`src/rtl/rst_seq_ctrl.sv`:
```
// Power-up reset sequencer: holds every domain in reset, releases them in order, then waits for ready.
// Optional macro RST_SEQ_CTRL_RETRY_EN adds automatic retries after a ready timeout.
module rst_seq_ctrl #(
  parameter int NUM_STAGES  = 4,
  parameter int HOLD_CYCLES = 16,
  parameter int STAGE_GAP   = 8,
  parameter int RDY_TIMEOUT = 1024,
  parameter int MAX_RETRY   = 3
) (
  input  logic                  clk,
  input  logic                  rst_,
  input  logic                  pwr2rst_rst_ctrl_start,
  input  logic                  sw_rst_req,
  input  logic                  rdy_in,
  output logic [NUM_STAGES-1:0] stage_rst_,
  output logic                  rst_ctrl_busy,
  output logic                  rst_ctrl_done,
  output logic                  rst_ctrl_err
);

  localparam int MAX_HG  = (HOLD_CYCLES > STAGE_GAP) ? HOLD_CYCLES : STAGE_GAP;
  localparam int MAX_CNT = (MAX_HG > RDY_TIMEOUT) ? MAX_HG : RDY_TIMEOUT;
  localparam int CNT_W   = $clog2(MAX_CNT) + 1;
  localparam int IDX_W   = $clog2(NUM_STAGES) + 1;

  localparam logic [CNT_W-1:0] HOLD_LD = CNT_W'(HOLD_CYCLES);
  localparam logic [CNT_W-1:0] GAP_LD  = CNT_W'(STAGE_GAP);
  localparam logic [CNT_W-1:0] RDY_LD  = CNT_W'(RDY_TIMEOUT);
  localparam logic [CNT_W-1:0] CNT_ONE = CNT_W'(1);
  localparam logic [IDX_W-1:0] IDX_ONE = IDX_W'(1);
  localparam logic [IDX_W-1:0] LAST_IX = IDX_W'(NUM_STAGES - 1);
  localparam logic [NUM_STAGES-1:0] STAGE_ONE = NUM_STAGES'(1);

  typedef enum logic [2:0] {
    ST_IDLE,
    ST_ASSERT,
    ST_RELEASE,
    ST_WAIT_RDY,
    ST_DONE,
    ST_ERR
  } state_t;

  state_t                  state_q, state_d;
  logic [CNT_W-1:0]        cnt_q, cnt_d;
  logic [IDX_W-1:0]        idx_q, idx_d;
  logic [NUM_STAGES-1:0]   stage_q, stage_d;
  logic                    busy_q, busy_d;
  logic                    done_q, done_d;
  logic                    err_q, err_d;
  logic                    restart;
  logic                    cnt_expired;

`ifdef RST_SEQ_CTRL_RETRY_EN
  localparam int RETRY_W = (MAX_RETRY > 0) ? $clog2(MAX_RETRY + 1) : 1;
  localparam logic [RETRY_W-1:0] RETRY_MAX = RETRY_W'(MAX_RETRY);
  logic [RETRY_W-1:0] retry_q, retry_d;
`else
  logic unused_max_retry;
  assign unused_max_retry = (MAX_RETRY != 0);
`endif

  // A start pulse only counts when no sequence is running; sw_rst_req always restarts.
  assign restart = sw_rst_req ||
                   (pwr2rst_rst_ctrl_start &&
                    (state_q == ST_IDLE || state_q == ST_DONE || state_q == ST_ERR));
  assign cnt_expired = (cnt_q <= CNT_ONE);

  always_comb begin
    state_d = state_q;
    cnt_d   = cnt_q;
    idx_d   = idx_q;
    stage_d = stage_q;
    busy_d  = busy_q;
    done_d  = done_q;
    err_d   = err_q;
`ifdef RST_SEQ_CTRL_RETRY_EN
    retry_d = retry_q;
`endif

    case (state_q)
      ST_ASSERT: begin
        if (cnt_expired) begin
          state_d = ST_RELEASE;
          stage_d = STAGE_ONE;
          idx_d   = '0;
          cnt_d   = GAP_LD;
        end else begin
          cnt_d = cnt_q - CNT_ONE;
        end
      end
      ST_RELEASE: begin
        if (!cnt_expired) begin
          cnt_d = cnt_q - CNT_ONE;
        end else if (idx_q == LAST_IX) begin
          state_d = ST_WAIT_RDY;
          cnt_d   = RDY_LD;
        end else begin
          stage_d = stage_q | (STAGE_ONE << (idx_q + IDX_ONE));
          idx_d   = idx_q + IDX_ONE;
          cnt_d   = GAP_LD;
        end
      end
      ST_WAIT_RDY: begin
        if (rdy_in) begin
          state_d = ST_DONE;
          busy_d  = 1'b0;
          done_d  = 1'b1;
          cnt_d   = '0;
`ifdef RST_SEQ_CTRL_RETRY_EN
          retry_d = '0;
`endif
        end else if (cnt_expired) begin
`ifdef RST_SEQ_CTRL_RETRY_EN
          if (retry_q < RETRY_MAX) begin
            state_d = ST_ASSERT;
            cnt_d   = HOLD_LD;
            idx_d   = '0;
            stage_d = '0;
            retry_d = retry_q + RETRY_W'(1);
          end else begin
            state_d = ST_ERR;
            busy_d  = 1'b0;
            err_d   = 1'b1;
            stage_d = '0;
            cnt_d   = '0;
          end
`else
          state_d = ST_ERR;
          busy_d  = 1'b0;
          err_d   = 1'b1;
          stage_d = '0;
          cnt_d   = '0;
`endif
        end else begin
          cnt_d = cnt_q - CNT_ONE;
        end
      end
      default: ;
    endcase

    // Any accepted request overrides whatever the state machine decided above.
    if (restart) begin
      state_d = ST_ASSERT;
      cnt_d   = HOLD_LD;
      idx_d   = '0;
      stage_d = '0;
      busy_d  = 1'b1;
      done_d  = 1'b0;
      err_d   = 1'b0;
    end
`ifdef RST_SEQ_CTRL_RETRY_EN
    if (pwr2rst_rst_ctrl_start || sw_rst_req) begin
      retry_d = '0;
    end
`endif
  end

  always_ff @(posedge clk or negedge rst_) begin
    if (!rst_) begin
      state_q <= ST_IDLE;
      cnt_q   <= '0;
      idx_q   <= '0;
      stage_q <= '0;
      busy_q  <= 1'b0;
      done_q  <= 1'b0;
      err_q   <= 1'b0;
`ifdef RST_SEQ_CTRL_RETRY_EN
      retry_q <= '0;
`endif
    end else begin
      state_q <= state_d;
      cnt_q   <= cnt_d;
      idx_q   <= idx_d;
      stage_q <= stage_d;
      busy_q  <= busy_d;
      done_q  <= done_d;
      err_q   <= err_d;
`ifdef RST_SEQ_CTRL_RETRY_EN
      retry_q <= retry_d;
`endif
    end
  end

  assign stage_rst_    = stage_q;
  assign rst_ctrl_busy = busy_q;
  assign rst_ctrl_done = done_q;
  assign rst_ctrl_err  = err_q;

endmodule

```
`config.mk`:
```
export PLATFORM = sky130hd
export DESIGN_NAME = rst_seq_ctrl
export DESIGN_NICKNAME = d
export VERILOG_FILES = /design/src/rtl/rst_seq_ctrl.sv
export SDC_FILE = /design/constraint.sdc
export NUM_CORES = 1
export LEC_CHECK = 0
export CAP_MARGIN = 20
export CORE_ASPECT_RATIO = 0.9
export CORE_UTILIZATION = 51
export CTS_CLUSTER_SIZE = 25
export DETAILED_ROUTE_END_ITERATION = 7
export PLACE_DENSITY = 0.69
export RECOVER_POWER = 50
export SKIP_LAST_GASP = 1
export SLEW_MARGIN = 20
export SYNTH_ARGS = -nofsm -noshare
export SYNTH_HDL_FRONTEND = slang
export SYNTH_SLANG_ARGS = --single-unit
```
`constraint.sdc`:
```
create_clock -name clk -period 1.95 [get_ports clk]
set_input_delay 0.195 -clock clk [delete_from_list [all_inputs] [get_ports clk]]
set_output_delay 0.195 -clock clk [all_outputs]
set_load 0.1 [all_outputs]
```
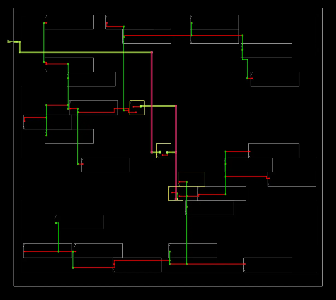
(images/final_clocks.png)
clock skew: 0.00353 ns
clock sink count: 24

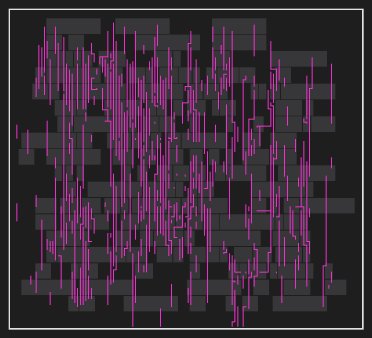
(images/met2.png)
(6 px per um) Cells faint in the background.
longest straight run	25.8 um
share of all routed wire	47%
wire length on this layer	1570 um
main direction	vertical
global routing usage on met2: 0.393
final WL: 3350 um
total number of vias: 1319

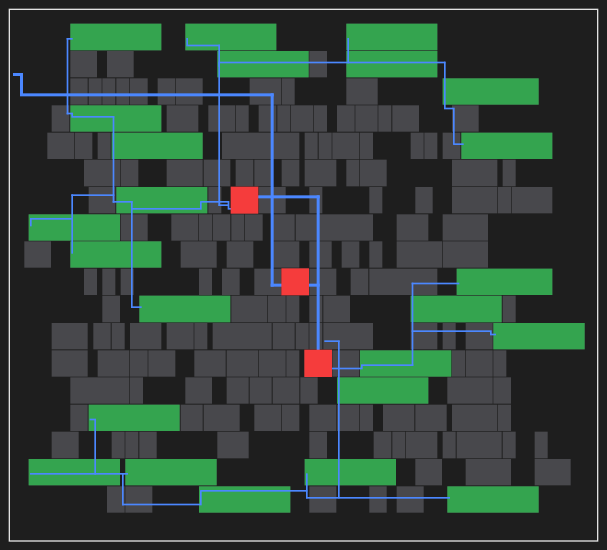
(images/clock_map.png)
(10 px per um)
[red] cells driving clock nets | count: 3
[green] flip-flops | count: 24
[blue] clock wires | length: 300 um
routed clock nets	4
flops lie	spread over the die
Clk power: 0.265 mW
relative contribution of the clock network to total power: 0.099
clock latency of the later-clocked register in the worst-skew pair: 0.32 ns

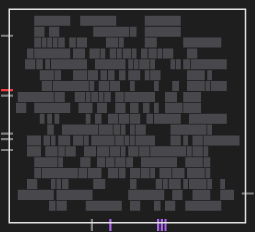
(images/pins.png)
(4 px per um) Pins as bars across the die edge, other pins in grey.
colour	port	pins	direction	edge
purple	stage_rst_	4	output	bottom
red	rst_ctrl_done	1	output	left
all pins by edge	6 left, 5 bottom, 1 right
x dimension of the die: 58.7 um
Die Y: 53.0 um
count of port buffers added during placement: 11

==> summary.txt <==
Observations from the implementation run.

Detailed routing:
- The run gives the remaining antenna violation count after routing as 0.
- For this sky-water flow run, the detailed-routed wirelength per cell is reported as 14.7 um.
- The run puts the number of DRC violations after detailed routing at 0.
- The pre-antenna-repair detailed-routing pass consisted of 4 iterations.
- The run gives the number of design-rule violations left by the first detailed-router iteration as 52.
- The run gives the routed via count divided by cell count as 5.79.

Yosys:
- The commonest register cell is sky130_fd_sc_hd__dfrtp_1.
- Warnings reported by Yosys during synthesis add up to 0.
- The synthesis run shows the most used standard cells to be sky130_fd_sc_hd__dfrtp_1 (24), sky130_fd_sc_hd__nand2_1 (22), sky130_fd_sc_hd__nor2_1 (15).
- The run gives the synthesized area as 1480 um2.
- The synthesized design contains 0 enable-type register cells.
- The run gives the number of storage elements in the synthesis netlist as 24.
- The run gives the count of cell types in the netlist as 41.
- The number of nets handed over by synthesis was 176.
- Sorting the synthesis cell report by count puts at the top sky130_fd_sc_hd__dfrtp_1.
- Sorting the Yosys area breakdown by cell type puts at the top sky130_fd_sc_hd__dfrtp_1.
- The run puts the proportion of netlist area held by the largest area contributor at 0.407.
- After synthesis, the cell types taking the most area are sky130_fd_sc_hd__dfrtp_1 (41%), sky130_fd_sc_hd__ha_1 (6.8%), sky130_fd_sc_hd__nand2_1 (5.6%).
- The run puts the chip area estimate from yosys synthesis at 1480 um2.
- Each instance of the synthesized netlist takes up on average 9.05 um2.
- The synthesized instance count is 163.
- The run puts the total cells reported by yosys after synthesis at 163.
- The run puts the fraction of synthesis flops using an asynchronous set or reset pin at 1.00.

Power and ir drop:
- The run gives the highest ir drop seen on vdd as 780 uV.
- In this run the power density over the cells is 1510 nW/um2.
- The run gives the leakage power total as 0.772 nW.

Floorplan:
- The run puts the chip area at 3110 um2.
- The run puts the floorplan utilization at 0.537.
- The run puts the number of ports placed on the die boundary at 12.
- The run gives the site row count as 18.
- The run puts the core area at 2750 um2.

Finish:
- The run puts the number of nets in the finished design at 202.
- The run puts the area added between synthesis and finish at 19.6%.
- After routing the design area is 1760 um2.
- The run gives the ratio of cells with drive above 1 in the final layout as 0.197.
- The run gives the post-route non-filler standard cell count as 228.
- The number of antenna diodes in the final layout is 0.
- The run gives the core occupancy in the finished layout as 0.642.

Worst hold path:
- The run gives the worst hold path stage count as 2.
- The type recorded for the worst min-delay path is register to register.

Setup path:
- Max fanout on the critical path was recorded as 5.
- The run gives the kind of start point of the critical path as a register.
- The run puts the data arrival at the endpoint of the critical path at 2.13 ns.
- According to the timing report, the data required time at the worst endpoint equals 2.16 ns.
- By startpoint and endpoint, the worst setup path is classified as register to register.
- The run puts the number of cells traversed by the worst register-to-register path at 7.

Clock network:
- The run gives the number of buffers inserted during clock tree synthesis as 3.
- Looking at the clock tree report, the maximum root-to-sink buffer count equals 2.
- The run puts the H-tree depth at 1.
- Clock-pin slew was measured on the worst setup and hold paths at 0.13 ns.
- Per the CTS log, the root buffer master is sky130_fd_sc_hd__clkbuf_4.

STA:
- The pin closest to its max-slew limit shows a slew of 1.27 ns.
- The run gives the final hold violation count as 0.
- The run gives the total negative slack for setup checks as 0 ns.
- Setup repair after global routing could not meet its margin everywhere.
- The run gives the final period demand of the worst path as 1.92 ns.
- The run puts the highest clock rate at 521 MHz.
- The run gives the headroom to the max-slew limit as 0.154.
- The run puts the post-layout worst setup margin at 0.0294 ns.
- Of the available clock period, the critical path in the final layout requires 0.985.
- Per the final report, max-transition violations number 0.

Placed design:
- The run gives the final HPWL from detailed placement as 2490 um.
- At the end of routability-driven placement, the weighted congestion stood at 0.830.
- The run puts the cell count after placement at 222.
- The run puts the pre-CTS setup slack at 0.0255 ns.
- The run puts the cell area after placement at 1690 um2.

Global route:
- The run gives the maximum number of pins on one net before global-route repair as 25.
- The run gives the initial antenna violation count as 0.
- The run puts the total global routing track utilization at 0.251.
- The via count of the first global-routing pass was 1281.

Flow run:
- Summing over the stages, the warning tally comes to 32.
- The tool flagged a number of max-cap violations equal to 0.

Run status:
- The run finished with clean final reports.
[cells in the final DEF (no fill, tap or decap), drive strengths merged, types with 2 or more instances in the layout]
cell type	netlist	layout
o31a	2	2
buf	2	19
or4	2	2
nor4	2	2
and3	2	2
a21o	2	2
clkbuf	2	6
nor3b	2	2
o31ai	6	6
a41oi	3	3
mux2i	2	2
a21oi	7	7
ha	8	8
nand2	22	22
nor2b	3	3
nand2b	2	2
dfrtp	24	24
clkdlybuf4s50	0	3
nand4	2	2
o21bai	4	4
nor3	10	10
nor2	15	15
o2bb2ai	2	2
o21ai	13	13
nand3	5	5
inv	9	9
[timing repair]
item / CTS / global route
buffers inserted: 0 / 2
gates resized: 0 / 9
hold endpoints to repair: 0 / 0
endpoints found under the setup margin: 0 / 17
[flip-flops by register name, indices dropped and copies added, names as in the netlist]
signal	cells
rst_ctrl_err	1
state_q	3
rst_ctrl_busy	1
cnt_q	11
stage_rst_	4
rst_ctrl_done	1
idx_q	3
[where the power goes]
group	leakage, nW	internal [mW]	switching [mW]	total, mW
Sequential	0.309	0.644	0.216	0.860
Combinational	0.442	0.593	0.953	1.55
Clock	0.0210	0.114	0.151	0.265
Total	0.772	1.35	1.32	2.67
[metrics by stage]
stage / power, mW / hold WS (ns)
after floorplan: 1.91 / -0.101
after global placement: 2.27 / 0.465
after detailed placement: 2.32 / 0.469
after CTS: 2.59 / 0.233
after global routing: 2.86 / 0.522
final: 2.67 / 0.496
[critical path, stage by stage (launching register included)]
cell and delay, ns:
sky130_fd_sc_hd__dfrtp_2 0.47, sky130_fd_sc_hd__inv_1 0.09, sky130_fd_sc_hd__ha_1 0.18, sky130_fd_sc_hd__nor3b_4 0.22, sky130_fd_sc_hd__nand2_1 0.13, sky130_fd_sc_hd__o31a_1 0.30, sky130_fd_sc_hd__a211oi_1 0.29, sky130_fd_sc_hd__o21bai_1 0.13
[layer usage]
layer  GRT usage  routed length (um)  vias to the layer above
li1            -                   -                      638
met1       0.354                1630                      646
met2       0.393                1570                       30
met3      0.0367                 112                        5
met4      0.0833                  36                        0
met5           0                   0                        -
[layout make-up]
cell class / count / area [um2]
Fill cell: 238 / 983
Multi-Input combinational cell: 126 / 850
Sequential cell: 24 / 603
Timing Repair Buffer: 25 / 191
Tap cell: 40 / 50.0
Clock buffer: 4 / 36.3
Inverter: 9 / 33.8
[worst paths after layout]
check / startpoint / endpoint / slack (ns)
max: cnt_q[1] / cnt_q[10] / 0.03
min: idx_q[2] / idx_q[2] / 0.50
max reg2reg: cnt_q[1] / cnt_q[10] / 0.03
min reg2reg: idx_q[2] / idx_q[2] / 0.50
max in group asynchronous: rst_ / idx_q[0] / 0.47
min in group asynchronous: rst_ / stage_rst_[1] / 0.66
[cell families after synthesis]
group                      share of synthesized area
and+or+nand+nor                                0.252
AOI/OAI and AO/OA                              0.218
DFF                                            0.407
buffers and inverters                         0.0356
adders and majority gates                     0.0679
muxes                                         0.0136
xor gates and xnor gates                     0.00594
Power and IR drop assume default switching activity.
